Figure 1. Routing congestion map (run 1).
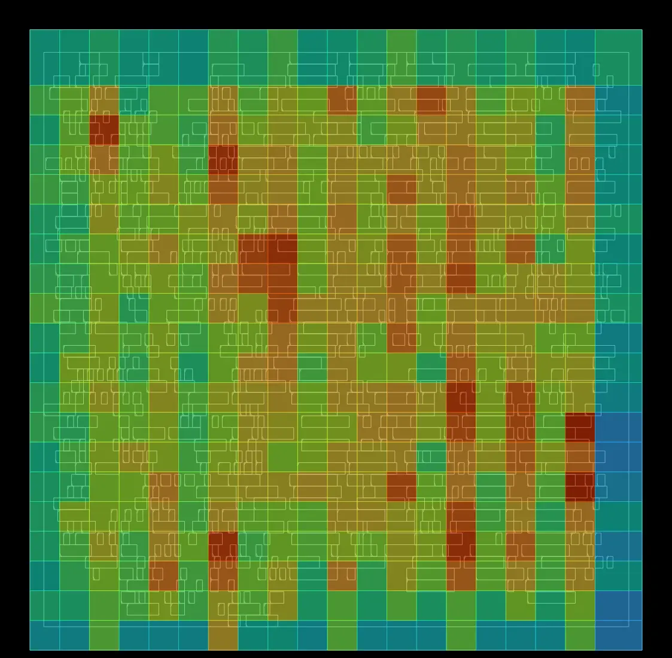
Figure 2. Signal wires by layer (run 1).
(3 px per µm)
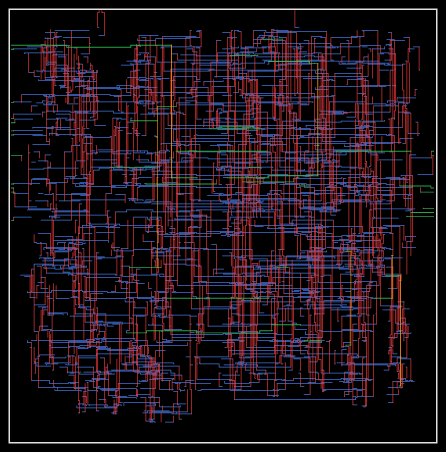
Figure 3. Cell classes on the final placement (run 1).
(3 px per µm) Fill, decap, tap and diode cells in gray.
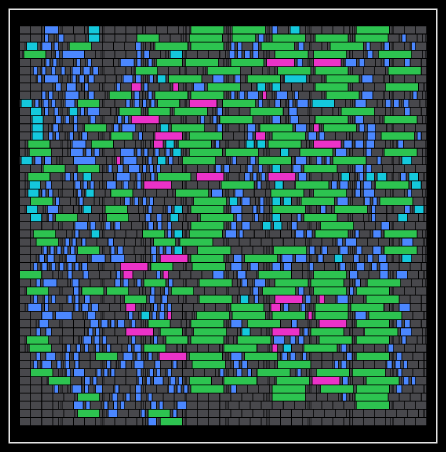
## src/rtl/uart_rx_buffered.sv

```systemverilog
// 8N1 UART receiver with an oversampling bit timer and a circular
// FIFO drained through a first-word-fall-through read port.
module uart_rx_buffered #(
    parameter int CLOCK_FREQ  = 50000000,
    parameter int BIT_RATE    = 115200,
    parameter int BUFFER_SIZE = 16
) (
    input  logic                         clk,
    input  logic                         reset,
    input  logic                         rx,
    input  logic                         rd_en,
    input  logic                         clr_err,
    output logic [7:0]                   rd_data,
    output logic                         empty,
    output logic                         full,
    output logic [$clog2(BUFFER_SIZE):0] count,
    output logic                         frame_error,
    output logic                         overrun
);

    localparam int CLKS_PER_BIT = CLOCK_FREQ / BIT_RATE;
    localparam int AW           = $clog2(BUFFER_SIZE);

    localparam logic [15:0]   HALF_LAST = 16'(CLKS_PER_BIT / 2 - 1);
    localparam logic [15:0]   BIT_LAST  = 16'(CLKS_PER_BIT - 1);
    localparam logic [AW:0]   DEPTH     = (AW + 1)'(BUFFER_SIZE);
    localparam logic [AW:0]   CNT_ONE   = (AW + 1)'(1);
    localparam logic [AW-1:0] PTR_ONE   = AW'(1);

    typedef enum logic [1:0] {
        S_IDLE,
        S_START,
        S_DATA,
        S_STOP
    } state_e;

    logic          rx_meta_q;
    logic          rx_s_q;
    logic          rx_d_q;

    state_e        state_q;
    logic [15:0]   timer_q;
    logic [2:0]    bit_idx_q;
    logic [7:0]    shift_q;

    logic [7:0]    mem_q [BUFFER_SIZE];
    logic [AW-1:0] wr_ptr_q;
    logic [AW-1:0] rd_ptr_q;
    logic [AW:0]   count_q;
    logic [AW:0]   count_d;
    logic          frame_error_q;
    logic          overrun_q;

    logic          stop_hit;
    logic          frame_ok;
    logic          frame_bad;
    logic          pop;
    logic          push;
    logic          drop;

    always_ff @(posedge clk) begin
        if (reset) begin
            rx_meta_q <= 1'b1;
            rx_s_q    <= 1'b1;
            rx_d_q    <= 1'b1;
        end else begin
            rx_meta_q <= rx;
            rx_s_q    <= rx_meta_q;
            rx_d_q    <= rx_s_q;
        end
    end

    always_ff @(posedge clk) begin
        if (reset) begin
            state_q   <= S_IDLE;
            timer_q   <= 16'd0;
            bit_idx_q <= 3'd0;
            shift_q   <= 8'd0;
        end else begin
            unique case (state_q)
                S_IDLE: begin
                    timer_q <= 16'd0;
                    if (rx_d_q && !rx_s_q) begin
                        state_q <= S_START;
                    end
                end
                S_START: begin
                    if (timer_q == HALF_LAST) begin
                        timer_q   <= 16'd0;
                        bit_idx_q <= 3'd0;
                        // A line back high at mid-start is a glitch
                        state_q   <= rx_s_q ? S_IDLE : S_DATA;
                    end else begin
                        timer_q <= timer_q + 16'd1;
                    end
                end
                S_DATA: begin
                    if (timer_q == BIT_LAST) begin
                        timer_q   <= 16'd0;
                        shift_q   <= {rx_s_q, shift_q[7:1]};
                        bit_idx_q <= bit_idx_q + 3'd1;
                        if (bit_idx_q == 3'd7) begin
                            state_q <= S_STOP;
                        end
                    end else begin
                        timer_q <= timer_q + 16'd1;
                    end
                end
                S_STOP: begin
                    if (timer_q == BIT_LAST) begin
                        timer_q <= 16'd0;
                        state_q <= S_IDLE;
                    end else begin
                        timer_q <= timer_q + 16'd1;
                    end
                end
                default: begin
                    timer_q <= 16'd0;
                    state_q <= S_IDLE;
                end
            endcase
        end
    end

    assign stop_hit  = (state_q == S_STOP) && (timer_q == BIT_LAST);
    assign frame_ok  = stop_hit && rx_s_q;
    assign frame_bad = stop_hit && !rx_s_q;

    // Fullness is judged after a same-cycle pop
    assign pop  = rd_en && (count_q != '0);
    assign push = frame_ok && ((count_q != DEPTH) || pop);
    assign drop = frame_ok && !push;

    always_comb begin
        count_d = count_q;
        unique case ({push, pop})
            2'b10:   count_d = count_q + CNT_ONE;
            2'b01:   count_d = count_q - CNT_ONE;
            default: count_d = count_q;
        endcase
    end

    always_ff @(posedge clk) begin
        if (push) begin
            mem_q[wr_ptr_q] <= shift_q;
        end
    end

    always_ff @(posedge clk) begin
        if (reset) begin
            wr_ptr_q <= '0;
            rd_ptr_q <= '0;
            count_q  <= '0;
        end else begin
            count_q <= count_d;
            if (push) begin
                wr_ptr_q <= wr_ptr_q + PTR_ONE;
            end
            if (pop) begin
                rd_ptr_q <= rd_ptr_q + PTR_ONE;
            end
        end
    end

    always_ff @(posedge clk) begin
        if (reset) begin
            frame_error_q <= 1'b0;
            overrun_q     <= 1'b0;
        end else begin
            if (frame_bad) begin
                frame_error_q <= 1'b1;
            end else if (clr_err) begin
                frame_error_q <= 1'b0;
            end
            if (drop) begin
                overrun_q <= 1'b1;
            end else if (clr_err) begin
                overrun_q <= 1'b0;
            end
        end
    end

    assign rd_data     = mem_q[rd_ptr_q];
    assign empty       = (count_q == '0);
    assign full        = (count_q == DEPTH);
    assign count       = count_q;
    assign frame_error = frame_error_q;
    assign overrun     = overrun_q;

endmodule
```

## config.mk

```make
export PLATFORM = sky130hd
export DESIGN_NAME = uart_rx_buffered
export DESIGN_NICKNAME = d
export VERILOG_FILES = /design/src/rtl/uart_rx_buffered.sv
export SDC_FILE = /design/constraint.sdc
export NUM_CORES = 1
export LEC_CHECK = 0
export ABC_AREA = 1
export ABC_CLOCK_PERIOD_IN_PS = 2800
export CAP_MARGIN = 25
export CELL_PAD_IN_SITES_DETAIL_PLACEMENT = 1
export CELL_PAD_IN_SITES_GLOBAL_PLACEMENT = 2
export CORE_AREA = 3 3 139 141
export DETAILED_ROUTE_END_ITERATION = 8
export DIE_AREA = 0 0 142 144
export PLACE_DENSITY_LB_ADDON = 0.1
export SYNTH_ARGS = -nofsm -noshare
export SYNTH_HDL_FRONTEND = slang
export SYNTH_SLANG_ARGS = --single-unit
```

## constraint.sdc

```tcl
create_clock -name clk -period 2.8 [get_ports clk]
set_input_delay 0.56 -clock clk [delete_from_list [all_inputs] [get_ports clk]]
set_output_delay 0.56 -clock clk [all_outputs]
set_load 0.02 [all_outputs]
```

==> impl_metrics.py, run 1 <==
# Physical implementation metrics
metrics = {
    "outcome": {
        "status": "finished clean",
    },
    "setup_path": {
        "r2r_cells": 18,
        "slowest_delay_ns": 0.48,
        "timing.critical_path.to_type": "output pin",
        "cp.required_ns": 2.24,
        "timing.critical_path.max_delay_family": "buffers and inverters",
        "startpoint_type": "flip-flop",
        "crit_end": "rd_data[4]",
        "critPathBufInv": 2,
        "crit_path_max_fanout": 15,
    },
    "drt": {
        "drtIter0Drc": 244,
        "antenna_violating_nets_post_route": 0,
        "routed.top_layer": "met4",
        "number_of_drc_violations_after_detailed_routing": 0,
        "drt_pre_antenna_iters": 5,
    },
    "yosys": {
        "async_reset_ff_share_pct": 0,
        "dominantRegCellSynth": "edfxtp_1",
        "synth_simple_gate_area_share_pct": 11.6,
        "yosysTopAreaCell": "edfxtp_1",
        "synth.top_cell.area_share_pct": 50.8,
        "synth_cell_types": 43,
        "fa_ha_area_share_pct": 2.42,
        "yosys_register_bits": 179,
        "netlist_logic_family_top": "simple AND/OR/NAND/NOR gates",
        "synth-area-yosys_mm2": 0.00756,
        "ys_sh_xor_pct": 1.39,
        "synthesis.area_mm2": 0.00756,
        "ys_sh_aoi_pct": 10.7,
    },
    "clock_tree": {
        "worstSkewPairLatency_ns": 0.42,
        "cts_hold_repair.buffers": 0,
        "htree_num_levels": 4,
        "post-cts-setup-buffers": 5,
        "tritoncts": "yes",
        "cts.repair.resized": 14,
        "ctsRootBufferMaster": "clkbuf_16",
        "clkSlewWorstSetupHoldPaths_ns": 0.07,
        "ctsLongestPathBuffers": 2,
        "numClockSinks": 179,
    },
    "final_layout": {
        "clock_tree_area_fraction_pct": 5.91,
        "inverters_excl_clock": 73,
        "cell_area_after_layout_mm2": 0.00876,
        "drive_above_1_share_pct": 12.1,
        "reg.largest.list": "mem_q: 128 flops, timer_q: 16 flops, shift_q: 8 flops",
        "sh_comb_area_pct": 26.2,
        "area_taken_by_flip_flops_and_latches_mm2": 0.00487,
        "num-fill-cells": 1923,
        "bufAreaShareNonClock_pct": 5.78,
        "multi_input_comb_cells": 393,
        "final-comb-area_mm2": 0.00230,
    },
    "min_path": {
        "whs_endpoint": "rx_s_q$_SDFF_PP1_",
        "worst_hold_path_type": "reg -> reg",
    },
    "global_route": {
        "grt_pass1_vias": 5437,
        "pin_count_of_the_biggest_net_entering_global_routing": 42,
        "grt_util_met1_pct": 24.0,
    },
    "place": {
        "place.detailed.instances": 924,
        "dp_hpwl_mm": 12.3,
        "placement_cell_area_mm2": 0.00818,
        "place_ws_ns": 0.194,
        "globalplace.congestion": 0.830,
    },
    "final_timing": {
        "finalMaxSlewViolations": 0,
        "finalHoldViolations": 0,
        "skew_ns": 0.00969,
        "achievable-frequency_ghz": 0.378,
        "final.hold.worst_slack_ns": 0.414,
        "final.min_clock_period_ns": 2.65,
        "worst_slack_ns": 0.153,
    },
    "power_and_ir_drop": {
        "top_power_group": "registers",
        "switching_power_mw": 1.02,
        "p_per_area_mw_per_mm2": 568,
        "clock_power_share_pct": 42.7,
        "power.share.combinational_pct": 0.9,
        "p_int_mw": 3.95,
        "seq_power_mw": 2.81,
        "sequential_power_share_pct": 56.5,
        "combinational_cell_power_consumption_mw": 0.0433,
        "switching_share_pct": 20.6,
        "vdd_drop_max_v": 0.000416,
    },
    "die": {
        "die-area_mm2": 0.0204,
        "design.portCount": 22,
        "fp_util_pct": 41.8,
        "core-area_mm2": 0.0181,
    },
    "flow_run": {
        "maxCapViolCount": 0,
    },
}
## Picture notes: Figure 1
busiest layer in global routing: met2
M3 GR Usage: 3.34%
post-DR wirelength/cell: 18.9 µm
overall global routing resource usage: 18.8%
met2 capacity usage during global routing: 33.2%

## Picture notes: Figure 2
legend:
  orange:
    layer: metal 4
    wire_length: 218 µm
  green:
    layer: metal 3
    wire_length: 466 µm
  blue:
    layer: metal 1
    wire_length: 8230 µm
  red:
    layer: metal 2
    wire_length: 9330 µm
DR vias: 5076
drt total wl: 18.2 mm

## Picture notes: Figure 3
legend:
  cyan:
    class: other buffers and delay cells
    cells: 58
    share_of_their_area: 6.0%
  magenta:
    class: clock drivers and dummy loads
    cells: 32
    share_of_their_area: 6.1%
  green:
    class: flops
    cells: 179
    share_of_their_area: 57%
  blue:
    class: combinational and other logic
    cells: 466
    share_of_their_area: 30%

Figure 4. Power grid (run 1).
(3 px per µm) Pins as bars on the die edge. Tap cells in gray.
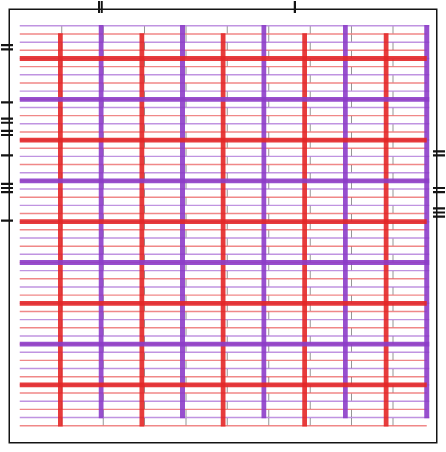

==> inputs of run 2 (changes only) <==
CORE_AREA = 3 3 137 139   (was 3 3 139 141)
CTS_BUF_LIST = sky130_fd_sc_hd__clkbuf_4   (was default)
DIE_AREA = 0 0 140 142   (was 0 0 142 144)
Figure 5. Power grid (run 2).
(3 px per µm) Pins as bars on the die edge. Tap cells in gray.
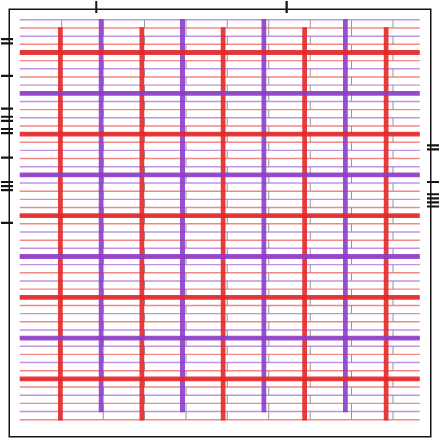
legend:
  red:
    net: VSS
  purple:
    net: VDD
rows: 49
met4 straps: 9
signal pins: 22
met5 straps: 9
vertical die dimension: 142 µm
Core Box Area: 0.0178 mm²
Die X-Extent: 140 µm
peak supply drop: 0.000234 V

Figure 6. Routing congestion map (run 2).
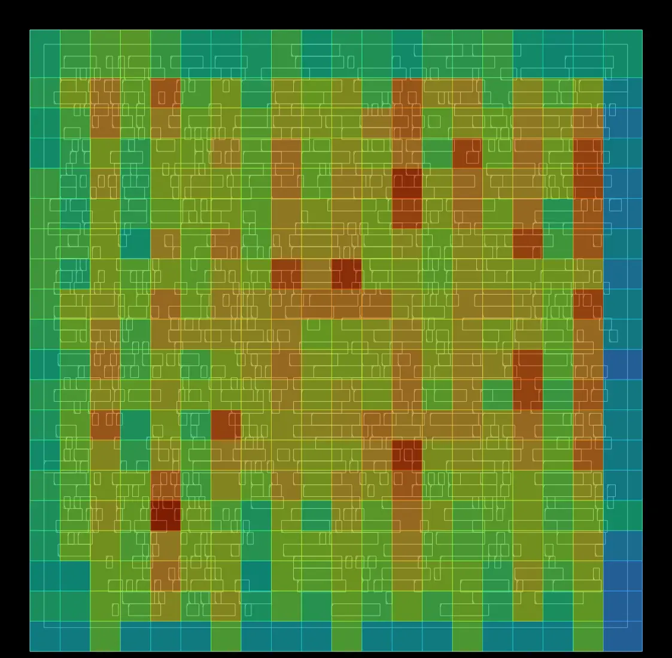
post-DR wirelength/cell: 18.4 µm
post-layout utilization of the core: 47.8%
overall global routing resource usage: 18.5%

==> impl_metrics.py, run 2 <==
# Physical implementation metrics
metrics = {
    "die": {
        "design.portCount": 22,
    },
    "final_layout": {
        "largest_register_ffs": 128,
        "bufAreaShareNonClock_pct": 5.58,
        "reg.largest.list": "mem_q: 128 flops, timer_q: 16 flops, shift_q: 8 flops",
        "cell_area_after_layout_mm2": 0.00850,
        "clock_tree_area_fraction_pct": 3.56,
        "sh_comb_area_pct": 27.0,
        "final-comb-area_mm2": 0.00230,
        "inverters_excl_clock": 72,
        "num-fill-cells": 1949,
    },
    "setup_path": {
        "crit_end": "rd_data[4]",
        "timing.critical_path.max_delay_family": "buffers and inverters",
        "timing.critical_path.to_type": "output pin",
        "slowest_delay_ns": 0.37,
        "crit_path_max_fanout": 32,
        "critPathBufInv": 3,
        "r2r_cells": 18,
        "cp.required_ns": 2.24,
    },
    "global_route": {
        "grt_util_met2_pct": 32.0,
        "met3_usage_pct": 3.43,
        "busiest_layer_in_global_routing": "met2",
        "pin_count_of_the_biggest_net_entering_global_routing": 33,
        "grt_util_met1_pct": 24.3,
        "grt_pass1_vias": 5240,
    },
    "power_and_ir_drop": {
        "combinational_cell_power_consumption_mw": 0.0434,
        "switching_share_pct": 21.0,
        "power.share.combinational_pct": 1.0,
        "sequential_power_share_pct": 64.1,
        "switching_power_mw": 0.920,
        "seq_power_mw": 2.81,
        "clock_power_share_pct": 34.9,
        "p_int_mw": 3.46,
        "p_per_area_mw_per_mm2": 515,
    },
    "yosys": {
        "synth.top_cell.area_share_pct": 50.8,
        "netlist_logic_family_top": "simple AND/OR/NAND/NOR gates",
        "ys_sh_xor_pct": 1.39,
        "fa_ha_area_share_pct": 2.42,
        "async_reset_ff_share_pct": 0,
        "synth_simple_gate_area_share_pct": 11.6,
        "synth-area-yosys_mm2": 0.00756,
        "yosys_register_bits": 179,
        "synth_cell_types": 43,
        "dominantRegCellSynth": "edfxtp_1",
        "yosysTopAreaCell": "edfxtp_1",
    },
    "clock_tree": {
        "clkSlewWorstSetupHoldPaths_ns": 0.14,
        "worstSkewPairLatency_ns": 0.57,
        "post-cts-setup-buffers": 5,
        "ctsRootBufferMaster": "clkbuf_4",
        "ctsLongestPathBuffers": 2,
        "htree_num_levels": 4,
        "tritoncts": "yes",
        "cts.repair.resized": 27,
        "numClockSinks": 179,
        "cts_hold_repair.buffers": 0,
    },
    "final_timing": {
        "final.min_clock_period_ns": 2.63,
        "final.hold.worst_slack_ns": 0.427,
        "finalMaxSlewViolations": 0,
        "skew_ns": 0.0271,
        "finalHoldViolations": 0,
        "worst_slack_ns": 0.166,
    },
    "place": {
        "place_ws_ns": 0.0835,
        "placement_cell_area_mm2": 0.00816,
        "dp_hpwl_mm": 11.8,
    },
    "drt": {
        "drt_pre_antenna_iters": 5,
        "detailroute.via_count": 4958,
    },
    "flow_run": {
        "maxCapViolCount": 0,
    },
    "min_path": {
        "worst_hold_path_type": "reg -> reg",
        "whs_endpoint": "rx_s_q$_SDFF_PP1_",
    },
    "outcome": {
        "status": "finished clean",
    },
}
Figure 7. Signal wires by layer (run 2).
(3 px per µm)
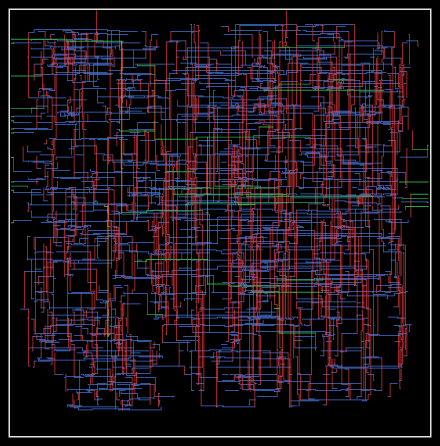

==> inputs of run 3 (changes only) <==
CORE_AREA = 3 3 139 141   (was 3 3 137 139)
CTS_BUF_LIST = sky130_fd_sc_hd__clkbuf_8 sky130_fd_sc_hd__clkbuf_16   (was sky130_fd_sc_hd__clkbuf_4)
DIE_AREA = 0 0 142 144   (was 0 0 140 142)
Figure 8. Signal wires by layer (run 3).
(3 px per µm)
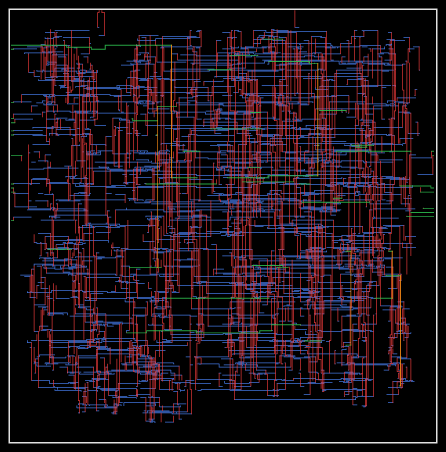
legend:
  blue:
    layer: metal 1
    wire_length: 8160 µm
  green:
    layer: metal 3
    wire_length: 491 µm
  orange:
    layer: metal 4
    wire_length: 219 µm
  red:
    layer: metal 2
    wire_length: 9340 µm
drt total wl: 18.2 mm
overall global routing resource usage: 18.8%
post-DR wirelength/cell: 18.9 µm

==> impl_metrics.py, run 3 <==
# Physical implementation metrics
metrics = {
    "drt": {
        "antenna_violating_nets_post_route": 0,
        "drt_pre_antenna_iters": 5,
        "detailroute.via_count": 5099,
        "wire_length_on_met3_um": 490,
    },
    "final_layout": {
        "post_layout_nonfiller_instances": 964,
        "flip_flop_and_latch_share_of_the_layout_cell_area_pct": 55.6,
        "finalNetCount": 741,
        "num-fill-cells": 1923,
        "bufAreaShareNonClock_pct": 5.78,
        "fin_util_pct": 48.4,
        "area_taken_by_flip_flops_and_latches_mm2": 0.00487,
        "final-comb-area_mm2": 0.00230,
        "largest_register_ffs": 128,
        "clock_tree_area_fraction_pct": 5.91,
        "reg.largest.list": "mem_q: 128 flops, timer_q: 16 flops, shift_q: 8 flops",
        "top_area_cell_class": "registers",
        "cell_area_after_layout_mm2": 0.00876,
        "inverters_excl_clock": 73,
        "sh_comb_area_pct": 26.2,
    },
    "yosys": {
        "ys_sh_xor_pct": 1.39,
        "synth_cell_types": 43,
        "yosysTopAreaCell": "edfxtp_1",
        "mux_area_share_pct": 4.24,
        "synth_simple_gate_area_share_pct": 11.6,
        "dominantRegCellSynth": "edfxtp_1",
        "fa_ha_area_share_pct": 2.42,
        "netlist_logic_family_top": "simple AND/OR/NAND/NOR gates",
        "async_reset_ff_share_pct": 0,
        "synth-area-yosys_mm2": 0.00756,
        "yosys_register_bits": 179,
    },
    "power_and_ir_drop": {
        "combinational_cell_power_consumption_mw": 0.0435,
        "pwr.group.clock_mw": 2.11,
        "switching_power_mw": 1.02,
        "vdd_drop_max_v": 0.000415,
        "p_int_mw": 3.95,
        "seq_power_mw": 2.81,
        "p_per_area_mw_per_mm2": 566,
        "power.share.combinational_pct": 0.9,
        "switching_share_pct": 20.5,
        "sequential_power_share_pct": 56.6,
        "clock_power_share_pct": 42.6,
    },
    "final_timing": {
        "finalHoldViolations": 0,
        "finalMaxSlewViolations": 0,
        "worst_slack_ns": 0.154,
        "final.min_clock_period_ns": 2.65,
        "final.hold.worst_slack_ns": 0.414,
        "skew_ns": 0.0112,
    },
    "clock_tree": {
        "tritoncts": "yes",
        "ctsRootBufferMaster": "clkbuf_16",
        "worstSkewPairLatency_ns": 0.42,
        "cts_hold_repair.buffers": 0,
        "numClockSinks": 179,
        "clkSlewWorstSetupHoldPaths_ns": 0.07,
        "ctsLongestPathBuffers": 2,
        "cts.repair.resized": 14,
        "htree_num_levels": 4,
    },
    "min_path": {
        "whs_endpoint": "rx_s_q$_SDFF_PP1_",
        "worst_hold_path_type": "reg -> reg",
    },
    "setup_path": {
        "r2r_cells": 18,
        "crit_path_max_fanout": 15,
        "timing.critical_path.to_type": "output pin",
        "timing.critical_path.max_delay_family": "buffers and inverters",
        "cp.required_ns": 2.24,
        "critPathBufInv": 2,
        "crit_end": "rd_data[4]",
    },
    "global_route": {
        "met3_usage_pct": 3.34,
        "grt_util_met2_pct": 33.2,
        "pin_count_of_the_biggest_net_entering_global_routing": 42,
        "grt_util_met1_pct": 24.0,
        "busiest_layer_in_global_routing": "met2",
    },
    "die": {
        "die_height_um": 144,
        "design.portCount": 22,
        "core-area_mm2": 0.0181,
        "die_x_extent_um": 142,
    },
    "place": {
        "dp_hpwl_mm": 12.3,
        "placement_cell_area_mm2": 0.00818,
        "place_ws_ns": 0.194,
    },
    "outcome": {
        "status": "finished clean",
    },
    "flow_run": {
        "maxCapViolCount": 0,
    },
}
Figure 9. Power grid (run 3).
(3 px per µm) Pins as bars on the die edge. Tap cells in gray.
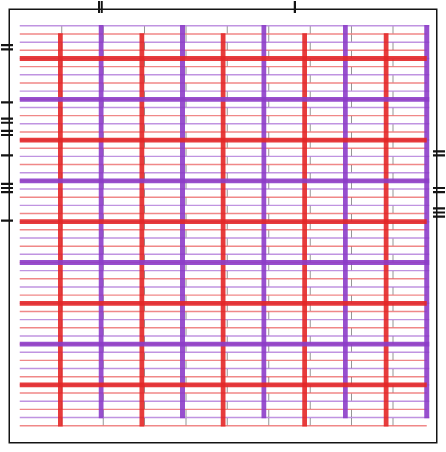
legend:
  red:
    net: VSS
  purple:
    net: VDD
tap cells: 229
rows: 49

